==> src/rtl/divider_seq.sv <==
// Sequential unsigned restoring divider: one quotient bit per clock,
// trial subtraction through a single (w+1)-bit ripple-carry adder.

module adder_rca #(
    parameter int w = 9
) (
    input  logic [w-1:0] a,
    input  logic [w-1:0] b,
    input  logic         carry_in,
    output logic [w-1:0] sum,
    output logic         carry_out
);

    logic carry;

    always_comb begin
        carry = carry_in;
        sum   = '0;
        for (int i = 0; i < w; i++) begin
            sum[i] = a[i] ^ b[i] ^ carry;
            carry  = (a[i] & b[i]) | (carry & (a[i] ^ b[i]));
        end
        carry_out = carry;
    end

endmodule

module divider_seq #(
    parameter int w = 8
) (
    input  logic         clk,
    input  logic         rst,
    input  logic         start,
    input  logic [w-1:0] dividend,
    input  logic [w-1:0] divisor,
    output logic [w-1:0] quotient,
    output logic [w-1:0] remainder,
    output logic         busy,
    output logic         done,
    output logic         div_by_zero
);

    localparam int CW = $clog2(w + 1);

    typedef enum logic [1:0] {
        IDLE,
        RUN,
        DONE
    } state_t;

    state_t state;
    state_t state_next;

    logic [w:0]    a_reg;
    logic [w-1:0]  q_reg;
    logic [w-1:0]  m_reg;
    logic [CW-1:0] cnt;

    logic [w:0]    a_shift;
    logic [w-1:0]  q_shift;
    logic [w:0]    m_inv;
    logic [w:0]    trial;
    logic          no_borrow;
    logic [w:0]    a_new;
    logic [w-1:0]  q_new;

    logic          accept;
    logic          zero_div;
    logic          last_iter;

    // Shift {A,Q} left; A's top bit is always 0 here, so it drops off harmlessly.
    assign a_shift = (a_reg << 1) | {{w{1'b0}}, q_reg[w-1]};
    assign q_shift = q_reg << 1;
    assign m_inv   = ~{1'b0, m_reg};

    adder_rca #(
        .w(w + 1)
    ) u_sub (
        .a        (a_shift),
        .b        (m_inv),
        .carry_in (1'b1),
        .sum      (trial),
        .carry_out(no_borrow)
    );

    assign a_new = no_borrow ? trial : a_shift;
    assign q_new = q_shift | {{(w - 1){1'b0}}, no_borrow};

    assign accept    = start && (state == IDLE || state == DONE);
    assign zero_div  = (divisor == '0);
    assign last_iter = (state == RUN) && (cnt == CW'(1));

    assign busy = (state == RUN);
    assign done = (state == DONE);

    always_ff @(posedge clk) begin
        if (rst) begin
            state <= IDLE;
        end else begin
            state <= state_next;
        end
    end

    always_comb begin
        state_next = state;
        unique case (state)
            IDLE, DONE: begin
                if (start) begin
                    state_next = zero_div ? DONE : RUN;
                end else begin
                    state_next = IDLE;
                end
            end
            RUN: begin
                if (cnt == CW'(1)) begin
                    state_next = DONE;
                end
            end
            default: state_next = IDLE;
        endcase
    end

    always_ff @(posedge clk) begin
        if (rst) begin
            a_reg <= '0;
            q_reg <= '0;
            m_reg <= '0;
            cnt   <= '0;
        end else if (accept && !zero_div) begin
            a_reg <= '0;
            q_reg <= dividend;
            m_reg <= divisor;
            cnt   <= CW'(w);
        end else if (state == RUN) begin
            a_reg <= a_new;
            q_reg <= q_new;
            cnt   <= cnt - CW'(1);
        end
    end

    // Results move only on a final iteration or a divide-by-zero start.
    always_ff @(posedge clk) begin
        if (rst) begin
            quotient    <= '0;
            remainder   <= '0;
            div_by_zero <= 1'b0;
        end else if (accept && zero_div) begin
            quotient    <= '1;
            remainder   <= dividend;
            div_by_zero <= 1'b1;
        end else if (last_iter) begin
            quotient    <= q_new;
            remainder   <= a_new[w-1:0];
            div_by_zero <= 1'b0;
        end
    end

endmodule
==> config.mk <==
export PLATFORM = sky130hd
export DESIGN_NAME = divider_seq
export DESIGN_NICKNAME = d
export VERILOG_FILES = /design/src/rtl/divider_seq.sv
export SDC_FILE = /design/constraint.sdc
export NUM_CORES = 1
export LEC_CHECK = 0
export CAP_MARGIN = 20
export CORE_MARGIN = 5
export CORE_UTILIZATION = 55
export DETAILED_ROUTE_END_ITERATION = 16
export PLACE_DENSITY = 0.93
export SETUP_SLACK_MARGIN = 0.3
export SKIP_LAST_GASP = 1
export SLEW_MARGIN = 40
export SYNTH_ARGS = -nofsm -noshare
export SYNTH_HDL_FRONTEND = slang
export SYNTH_SLANG_ARGS = --single-unit
export TNS_END_PERCENT = 50
==> constraint.sdc <==
create_clock -name clk -period 8.7 [get_ports clk]
set_clock_uncertainty 0.15 [all_clocks]
set_input_delay 1.74 -clock clk [delete_from_list [all_inputs] [get_ports clk]]
set_output_delay 1.74 -clock clk [all_outputs]
set_load 0.03 [all_outputs]
==> run_1/closeup.png <==
Region (45, 45) to (65, 65) um. Cells in gray, sequential cells in the stronger gray; small squares are vias.
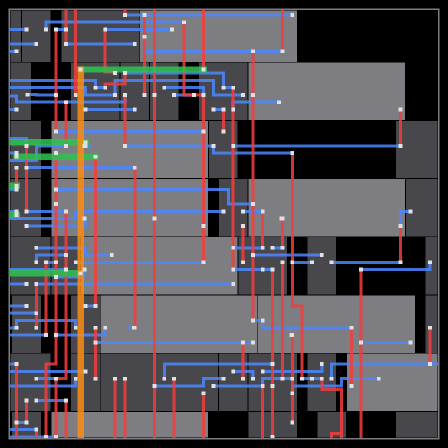
| color | layer |
|---|---|
| green | M3 |
| red | M2 |
| orange | M4 |
| blue | M1 |
most frequent: nand2_1 (13), dfxtp_1 (9), a31oi_1 (4)
netlist names of flops here include: `quotient` (6), `q_reg` (3)
sequential cells in the window: 9
cells with their middle in the window: 31

==> run_1/m2.png <==
(4 px per um)
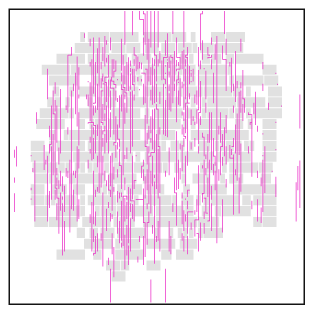
longest straight run: 51.7 um
share of all routed wire: 49%
wire length on this layer: 2500 um
main direction: vertical
M2 GR Usage: 32.08%
vias post-DR: 1930
final WL: 5.108 mm

==> run_1/layers.png <==
(8 px per um) Two of the layers only.
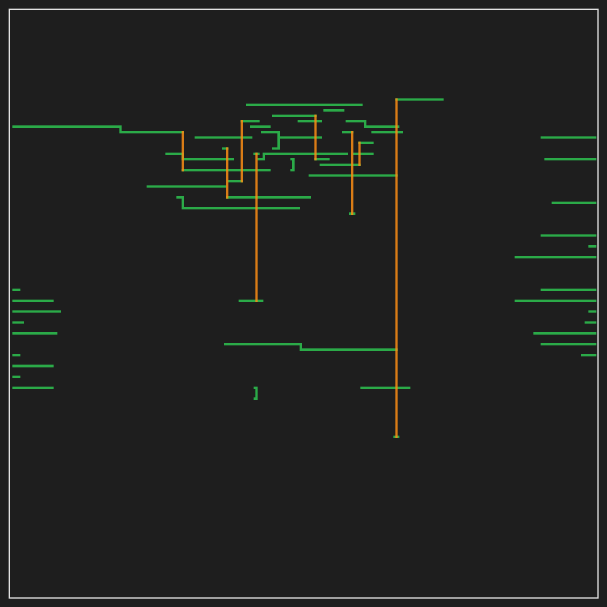
| color | layer | wire length |
|---|---|---|
| orange | M4 | 97.2 um |
| green | M3 | 310 um |
GRT Total Usage: 19.43%
routed len/inst: 14.94 um

==> run_1/clock_nets.png <==
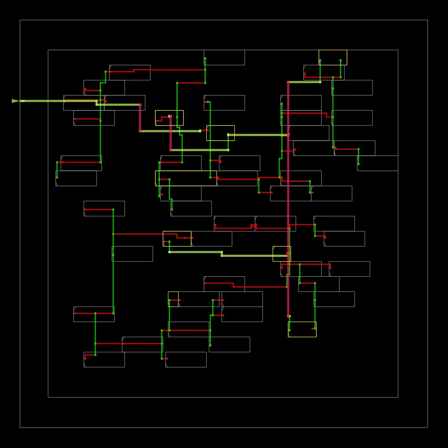
clk_lat worst skew: 0.31 ns
Clock Buffer Count: 5
FF+latch count: 47

[run 1: power groups by stage]
stage / logic, mW / registers (mW) / clock network, mW
global placement: 0.0936 / 0.241 / 0
CTS: 0.0996 / 0.237 / 0.163
detailed placement: 0.0970 / 0.241 / 0
global route: 0.112 / 0.239 / 0.173
floorplan: 0.0705 / 0.240 / 0
finish: 0.100 / 0.237 / 0.162
[run 1: stage by stage]
stage	instances	hold slack (ns)
floorplan	265	0.2863
detailed placement	334	0.3035
finish	342	0.3163
global route	342	0.3267
global placement	333	0.2905
CTS	342	0.3164
[run 1: metal layers]
metal  GRT usage (%)  wire length [um]
met5               0                 0
met4           8.249                97
met3           3.283               310
met2           32.08              2502
met1           25.02              2199
==> flow_summary_export.csv, run 1 <==
group,metric,value,unit
status,status,"complete, no violations",
pwr,power_frac_seq,47.4,%
setup_path,worstSetupPathDepth,3,
timing,relSlewSlack,45.35,%
placed_design,post-place-ws,4.354,ns
yosys,ys_sh_adder,8.036,%
clock_tree,cts_buffer_depth,2,
placed_design,gp_congestion,0.8843,
clock_tree,postCtsSetupRepairBufs,0,
timing,drv_slew,0,
clock_tree,cts_buffers,5,
cells_and_area,largestClassByArea,"logic gates",
setup_path,crit_buf_inv,2,
setup_path,critPathCaptureType,"output port",
yosys,avgSynthCellArea,8.343,sq um
cells_and_area,final_core_util,67.98,%
cells_and_area,lay_top_count,"nand2_1",
cells_and_area,nNetsFinal,320,
cells_and_area,comb_share,41.88,%
pwr,internal_power,0.3542,mW
setup_path,cp.required,6.81,ns
yosys,mux_area_share,2.886,%
flow_run,warnings,27,
yosys,yosysUniqueCellTypes,32,
setup_path,slowest_delay,0.80,ns
pwr,sw_frac_of_total,29.13,%
floorplan,core-area,3943,sq um
flow_run,max-cap-violations,0,
setup_path,crit_chain,"nand2b_1, inv_1, clkdlybuf4s50_1",
cells_and_area,inv_count,14,
yosys,yosys-stat-cells,265,
cells_and_area,lay_top_cells,"nand2_1 (73), dfxtp_1 (47), clkdlybuf4s50_1 (37), a21oi_1 (24), nor2_1 (20)",
placed_design,hpwl,3.525,mm
yosys,ys_area,2211,sq um
setup_path,rr_startpoint,"q_reg[7]$_SDFFE_PP0P_",
yosys,synth_area,2211,sq um
setup_path,crit_slowest_cell,"clkdlybuf4s50_1",
cells_and_area,n_antenna_cell,0,
timing,tightest_slew,0.8180,ns
yosys,floorplan.nets,294,
yosys,simple_gate_share,22.13,%
setup_path,crit_path_max_fanout,21,
detailed_routing,drt_iter0_drc,170,
cells_and_area,logic_area,1122,sq um
detailed_routing,first_pass_iters,4,
yosys,top_cell,"nand2_1",
cells_and_area,sh_seq_area,35.11,%
pwr,power.leakage,0.9387,nW
detailed_routing,antenna_left,0,
timing,setup-tns-final,0,ns
setup_path,crit_type,"register to output port",
setup_path,r2r_cells,16,
grt,overflow,0,
cells_and_area,post-route-cell-area,2680,sq um
yosys,yosysTopAreaCell,"dfxtp_1",
cells_and_area,final-seq-area,940.9,sq um
floorplan,die-area,5388,sq um
grt,grt_pass1_vias,1767,
yosys,synthArstFlopShare,0,%
setup_path,start_kind,"register",
timing,hold_viol_final,0,
hold_path,holdPathStages,2,
clock_tree,htreeDepth,2,
clock_tree,cts_root_buffer,"clkbuf_8",
floorplan,io_pins,38,
yosys,common_cells,"nand2_1 (73), dfxtp_1 (47), a21oi_1 (24), nor2_1 (20), inv_1 (14)",
yosys,aoi_share,16.19,%
detailed_routing,drcViolationCount,0,
cells_and_area,drive_gt1_share,8.562,%
timing,layout_min_cycle_time,4.477,ns
setup_path,arrival,2.59,ns
cells_and_area,buffers,39,
cells_and_area,final-nonclk-buf-share,14.52,%
yosys,synth_top_flop_cell,"dfxtp_1",
yosys,ys.flops,47,
grt,grt_pass1_wl,8.100,mm
clock_tree,cts_hold_buf,0,
yosys,logic_family,"simple AND/OR/NAND/NOR gates",
yosys,synth_cells,265,
timing,rsz0062_at_grt,"false",
grt,antenna_found_initial,0,
yosys,yosysSeqAreaShare,42.56,%
clock_tree,clkSinkCount,47,
floorplan,chipHeight,73.40,um
yosys,synthTopCellsByArea,"dfxtp_1 (43%), nand2_1 (12%), fa_1 (6.3%)",
hold_path,hold_path_class,"register to register",
cells_and_area,syn_to_final_growth,21.22,%
detailed_routing,via_per_inst,5.643,
hold_path,worstHoldStart,"m_reg[7]$_SDFFE_PP0P_",
setup_path,endpoint,"busy",
timing,min_period_over_period,51.46,%
pwr,clockPowerShare,32.5,%
yosys,synth-edff-count,0,
timing,layout_setup_ws,4.223,ns
floorplan,nWellTaps,50,
setup_path,critPathLaunch,"state[1]$_SDFFE_PP0P_",
setup_path,r2r_setup_slack,4.26,ns
hold_path,min_to,"m_reg[7]$_SDFFE_PP0P_",
setup_path,rr_endpoint,"remainder[7]$_SDFFE_PP0P_",
floorplan,fp_util,56.08,%
timing,timing.fmax,223.3,MHz
clock_tree,post_cts_resized,0,
pwr,p_comb_share,20.1,%
pwr,power_switching,0.1456,mW
pwr,cellPowerDensity,186.5,nW/um^2
clock_tree,tritoncts,"done",
placed_design,io_buffers,37,
yosys,ys.warnings.count,0,
timing,setup_viol,0,
yosys,synthDominantCellAreaShare,42.56,%
pwr,power,0.4997,mW
setup_path,crit_family,"buffers and inverters",
floorplan,core.rowCount,23,
placed_design,place_area,2567,sq um
clock_tree,clk_pin_slew_worst_paths,0.09,ns
grt,grt_max_degree,39,
cells_and_area,nFillCells,305,
yosys,xor_share,1.188,%
cells_and_area,multi_input_comb_cells,184,
cells_and_area,clock_area_share,4.202,%
floorplan,chipWidth,73.40,um
pwr,vdd_ir_drop_max,0.1175,mV
## Run 2: what changed since run 1
--- a/config.mk
+++ b/config.mk
@@ -7,9 +7,9 @@
 export LEC_CHECK = 0
 export CAP_MARGIN = 20
 export CORE_MARGIN = 5
-export CORE_UTILIZATION = 55
+export CORE_UTILIZATION = 47
 export DETAILED_ROUTE_END_ITERATION = 16
-export PLACE_DENSITY = 0.93
+export PLACE_DENSITY = 0.86
 export SETUP_SLACK_MARGIN = 0.3
 export SKIP_LAST_GASP = 1
 export SLEW_MARGIN = 40
==> constraint.sdc (replaced) <==
create_clock -name clk -period 3.8 [get_ports clk]
set_clock_uncertainty 0.15 [all_clocks]
set_input_delay 0.76 -clock clk [delete_from_list [all_inputs] [get_ports clk]]
set_output_delay 0.76 -clock clk [all_outputs]
set_load 0.03 [all_outputs]
==> flow_summary_export.csv, run 2 <==
group,metric,value,unit
grt,met3_usage,5.275,%
grt,busiest_layer,"met2",
cells_and_area,sh_seq_area,33.30,%
flow_run,max-cap-violations,0,
pwr,power_frac_seq,45.8,%
yosys,ys.warnings.count,0,
pwr,internal_power,0.8344,mW
cells_and_area,nNetsFinal,328,
setup_path,critPathCaptureType,"register",
grt,grt_use_met2,29.80,%
pwr,sw_frac_of_total,29.81,%
floorplan,core-area,4629,sq um
placed_design,place_area,2660,sq um
timing,drv_slew,0,
setup_path,start_kind,"register",
setup_path,slowest_delay,0.34,ns
timing,rsz0062_at_grt,"true",
yosys,yosysTopAreaCell,"dfxtp_1",
yosys,ys_sh_adder,8.036,%
floorplan,io_pins,38,
grt,grtUsageTotal,18.38,%
setup_path,arrival,3.83,ns
yosys,synth_top_flop_cell,"dfxtp_1",
placed_design,gp_congestion,0.8270,
cells_and_area,nFillCells,415,
placed_design,io_buffers,37,
yosys,synth_area,2211,sq um
clock_tree,cts_buffers,5,
cells_and_area,post-route-cell-area,2833,sq um
floorplan,chipWidth,78.59,um
yosys,xor_share,1.188,%
detailed_routing,antenna_left,0,
cells_and_area,final-seq-area,943.4,sq um
timing,setup-tns-final,-0.003887,ns
detailed_routing,wl_met2,2.503,mm
setup_path,crit_type,"register to register",
pwr,power.leakage,0.9841,nW
cells_and_area,final_core_util,61.19,%
grt,grt_pass1_wl,8.914,mm
yosys,ys_area,2211,sq um
yosys,synthArstFlopShare,0,%
floorplan,chipHeight,78.59,um
pwr,vdd_ir_drop_max,0.1748,mV
clock_tree,post_cts_resized,13,
timing,layout_setup_ws,-0.003887,ns
pwr,top_power_group,"registers",
yosys,simple_gate_share,22.13,%
setup_path,crit_chain,"inv_2, ha_4, fa_2, fa_2, fa_2, fa_2, inv_2, fa_2, inv_2, fa_2, inv_2, fa_2, or2_4, buf_4, a21oi_1, buf_4, nand2_1, a21oi_1",
timing,timing.fmax,262.9,MHz
pwr,cellPowerDensity,419.7,nW/um^2
yosys,synthDominantCellAreaShare,42.56,%
timing,hold_viol_final,0,
detailed_routing,drt_iter0_drc,173,
yosys,logic_family,"simple AND/OR/NAND/NOR gates",
yosys,yosys-stat-cells,265,
clock_tree,cts_buffer_depth,2,
timing,layout_min_cycle_time,3.804,ns
grt,overflow,0,
yosys,synth-edff-count,0,
cells_and_area,lay_top_count,"nand2_1",
detailed_routing,detail_route.wl_per_cell,15.11,um
floorplan,core.rowCount,25,
clock_tree,clk_pin_slew_worst_paths,0.08,ns
cells_and_area,buffers,47,
setup_path,cp.required,3.83,ns
timing,setup_viol,1,
floorplan,die-area,6176,sq um
clock_tree,tritoncts,"done",
flow_run,warnings,30,
yosys,top_cell,"nand2_1",
grt,grt_use_met1,22.53,%
pwr,comb_cell_power,0.314,mW
status,violations,"setup timing",
grt,grt_max_degree,28,
pwr,power,1.189,mW
cells_and_area,multi_input_comb_cells,184,
status,status,"finished with violations",
cells_and_area,largestClassByArea,"logic gates",
cells_and_area,inv_count,14,
cells_and_area,logic_area,1211,sq um
cells_and_area,comb_share,42.76,%
placed_design,hpwl,3.616,mm
cells_and_area,syn_to_final_growth,28.13,%
clock_tree,htreeDepth,2,
clock_tree,cts_root_buffer,"clkbuf_8",
yosys,avgSynthCellArea,8.343,sq um
timing,tightest_slew,0.6947,ns
yosys,aoi_share,16.19,%
pwr,clockPowerShare,27.8,%
setup_path,crit_family,"adder cells",
grt,grt_pass1_vias,1887,
detailed_routing,drcViolationCount,0,
timing,min_period_over_period,100.1,%
setup_path,crit_slowest_cell,"dfxtp_2",
yosys,yosysUniqueCellTypes,32,
yosys,yosysSeqAreaShare,42.56,%
placed_design,post-place-ws,0.03098,ns
pwr,p_comb_share,26.4,%
detailed_routing,top_layer,"met4",
clock_tree,cts_hold_buf,0,
[run 2: cell count changes in the layout (fill, tap and decap cells not counted), sizes merged]
cell	delta
buf	+8
clkbuf	+3
clkinv	-2
bufinv	-1
[run 2: final timing paths]
kind,from,endpoint,slack (ns),cells after the start
max,q_reg[7]$_SDFFE_PP0P_,a_reg[3]$_SDFFE_PP0P_,-0.004,18
min,div_by_zero$_SDFFE_PP0P_,div_by_zero$_SDFFE_PP0P_,0.31,2
max reg2reg,q_reg[7]$_SDFFE_PP0P_,a_reg[3]$_SDFFE_PP0P_,-0.004,18
min reg2reg,div_by_zero$_SDFFE_PP0P_,div_by_zero$_SDFFE_PP0P_,0.31,2
==> run_2/clock_nets.png <==
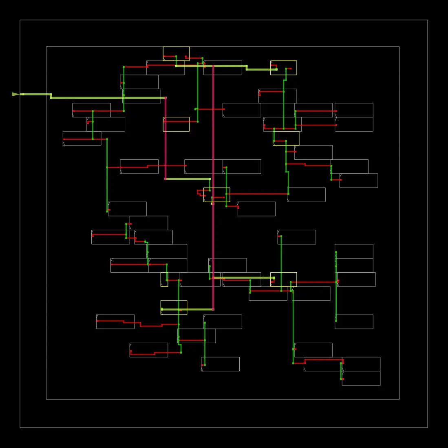
clk_lat worst skew: 0.30 ns
clk sink count: 47
clk pwr: 0.330 mW

==> run_2/m2.png <==
(4 px per um)
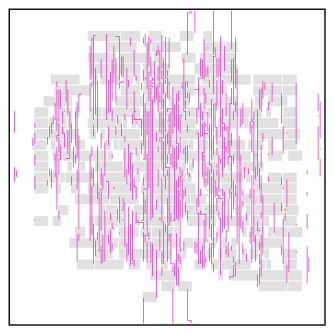
main direction: vertical
share of all routed wire: 47%
longest straight run: 43.5 um
nets with wire on the layer: 277

==> run_2/closeup.png <==
Region (49, 49) to (69, 69) um. Cells in gray, sequential cells in the stronger gray; small squares are vias.
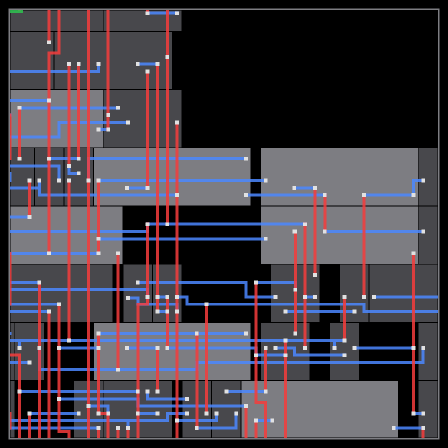
| color | layer |
|---|---|
| green | M3 |
| blue | M1 |
| red | M2 |
most frequent: nand2_1 (8), dfxtp_1 (7)
netlist names of flops here include: `remainder` (4), `quotient` (2)
sequential cells in the window: 7
cells with their middle in the window: 25

==> run_2/port_trees.png <==
(4 px per um)
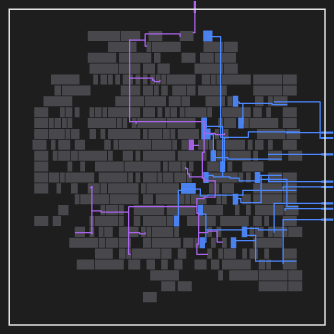

## Run 3: what changed since run 2
--- a/config.mk
+++ b/config.mk
@@ -9,7 +9,7 @@
 export CORE_MARGIN = 5
 export CORE_UTILIZATION = 47
 export DETAILED_ROUTE_END_ITERATION = 16
-export PLACE_DENSITY = 0.86
+export PLACE_DENSITY = 0.77
 export SETUP_SLACK_MARGIN = 0.3
 export SKIP_LAST_GASP = 1
 export SLEW_MARGIN = 40
==> run_3/port_trees.png <==
(4 px per um)
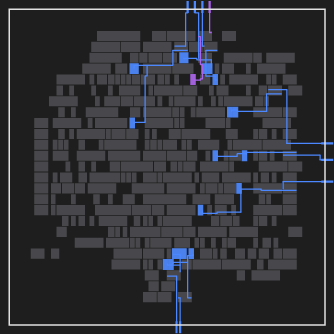
| color | port | direction | edge | end cells | buffers | wire |
|---|---|---|---|---|---|---|
| purple | `busy` | output | top | 1 | 1 | 19.7 um |
| blue | `dividend` | input | 3 right, 3 top, 2 bottom | 16 | 8 | 259 um |
PortBufs: 37
Ports: 38

==> run_3/clock_nets.png <==
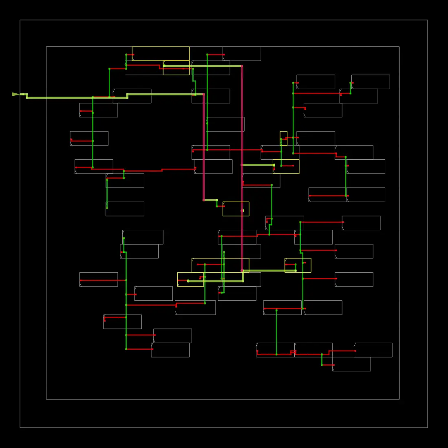
Clock Buffer Count: 6
Num CTS Buffers: 5
clk pwr: 0.431 mW

==> flow_summary_export.csv, run 3 <==
group,metric,value,unit
detailed_routing,top_layer,"met4",
yosys,yosys-stat-cells,265,
setup_path,rr_startpoint,"q_reg[7]$_SDFFE_PP0P_",
pwr,comb_cell_power,0.304,mW
cells_and_area,syn_to_final_growth,29.60,%
clock_tree,clk_latency,0.30,ns
grt,grt_max_degree,26,
timing,holdWs,0.3069,ns
yosys,logic_family,"simple AND/OR/NAND/NOR gates",
floorplan,core-area,4629,sq um
detailed_routing,detail_route.wl_per_cell,14.34,um
cells_and_area,lay_top_count,"nand2_1",
grt,grt_pass1_wl,8.397,mm
timing,rsz0062_at_grt,"true",
grt,grt_pass1_vias,1827,
flow_run,warnings,30,
timing,layout_min_cycle_time,3.757,ns
clock_tree,cts_buffer_depth,2,
cells_and_area,final_core_util,61.89,%
timing,tightest_slew,0.6968,ns
detailed_routing,antenna_left,0,
cells_and_area,post-route-cell-area,2865,sq um
cells_and_area,nNetsFinal,328,
setup_path,r2r_setup_slack,0.04,ns
detailed_routing,drcViolationCount,0,
pwr,cellPowerDensity,446.8,nW/um^2
yosys,xor_share,1.188,%
pwr,power,1.280,mW
setup_path,cp.required,3.81,ns
flow_run,max-cap-violations,0,
yosys,yosysTopAreaCell,"dfxtp_1",
pwr,top_power_group,"registers",
setup_path,slowest_delay,0.42,ns
hold_path,worstHoldStart,"div_by_zero$_SDFFE_PP0P_",
timing,timing.fmax,266.2,MHz
setup_path,r2r_cells,15,
yosys,aoi_share,16.19,%
yosys,synthDominantCellAreaShare,42.56,%
timing,min_period_over_period,98.87,%
floorplan,chipHeight,78.59,um
status,status,"complete, no violations",
yosys,mux_area_share,2.886,%
timing,setup_viol,0,
yosys,yosysUniqueCellTypes,32,
clock_tree,cts_root_buffer,"clkbuf_8",
yosys,ys_sh_adder,8.036,%
detailed_routing,drt_iter0_drc,178,
grt,overflow,0,
hold_path,min_to,"div_by_zero$_SDFFE_PP0P_",
yosys,synth-edff-count,0,
yosys,ys_area,2211,sq um
detailed_routing,routed_wl,5.075,mm
floorplan,chipWidth,78.59,um
grt,grtUsageTotal,17.17,%
setup_path,arrival,3.76,ns
yosys,top_cell,"nand2_1",
yosys,synth_area,2211,sq um
pwr,clockPowerShare,33.7,%
setup_path,rr_endpoint,"remainder[7]$_SDFFE_PP0P_",
floorplan,core.rowCount,25,
cells_and_area,lay_top_cells,"nand2_1 (73), dfxtp_1 (45), clkdlybuf4s50_1 (37), nor2_1 (20), a21oi_1 (18)",
setup_path,start_kind,"register",
floorplan,die-area,6176,sq um
placed_design,gp_congestion,0.8380,
pwr,vdd_ir_drop_max,0.2011,mV
setup_path,crit_slowest_cell,"fa_2",
yosys,ys.warnings.count,0,
setup_path,critPathCaptureType,"register",
clock_tree,htreeDepth,2,
timing,drv_slew,0,
yosys,synthArstFlopShare,0,%
timing,hold_viol_final,0,
pwr,power.leakage,0.9978,nW
pwr,internal_power,0.9254,mW
setup_path,critPathLaunch,"q_reg[7]$_SDFFE_PP0P_",
setup_path,crit_chain,"inv_2, ha_4, fa_2, fa_2, fa_2, fa_2, inv_2, fa_2, inv_2, fa_2, inv_2, fa_2, mux2_4, mux2i_1, o22ai_1",
setup_path,crit_type,"register to register",
setup_path,endpoint,"remainder[7]$_SDFFE_PP0P_",
timing,setup-tns-final,0,ns
setup_path,crit_family,"adder cells",
timing,layout_setup_ws,0.04285,ns
yosys,floorplan.nets,294,
yosys,simple_gate_share,22.13,%
clock_tree,clkSinkCount,47,
yosys,yosysSeqAreaShare,42.56,%
hold_path,holdPathStages,2,
pwr,p_comb_share,23.8,%
yosys,synth_top_flop_cell,"dfxtp_1",
yosys,avgSynthCellArea,8.343,sq um
placed_design,place_area,2648,sq um
clock_tree,post_cts_resized,13,
placed_design,post-place-ws,0.01364,ns
yosys,synthTopCellsByArea,"dfxtp_1 (43%), nand2_1 (12%), fa_1 (6.3%)",
clock_tree,cts_hold_buf,0,
timing,relSlewSlack,53.50,%
==> run_3/closeup.png <==
Region (49, 49) to (69, 69) um. Cells in gray, sequential cells in the stronger gray; small squares are vias.
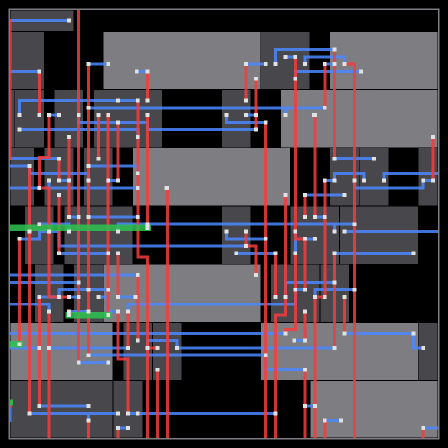
| color | layer |
|---|---|
| red | M2 |
| green | M3 |
| blue | M1 |
most frequent: nand2_1 (10), dfxtp_1 (8), nor2_1 (4)
cells with their middle in the window: 30
netlist names of flops here include: `quotient` (4), `q_reg` (3)
sequential cells in the window: 8

## run 3: metal layers
| layer | vias to the layer above | global-route usage (%) |
|---|---|---|
| met5 | - | 0 |
| met4 | 0 | 6.119 |
| met3 | 8 | 3.899 |
| met2 | 75 | 28.35 |
| met1 | 898 | 21.89 |
| li1 | 945 | - |
## run 3: layout make-up
cell class | instances | area, sq um
fill | 405 | 1764
multi-input combinational | 184 | 1220
sequential | 47 | 943.4
timing repair buffer | 47 | 449.2
clock buffer | 6 | 72.57
tap | 54 | 67.56
clock inverter | 2 | 60.06
inverter | 14 | 52.55
Power is estimated from default activity; no workload was simulated.
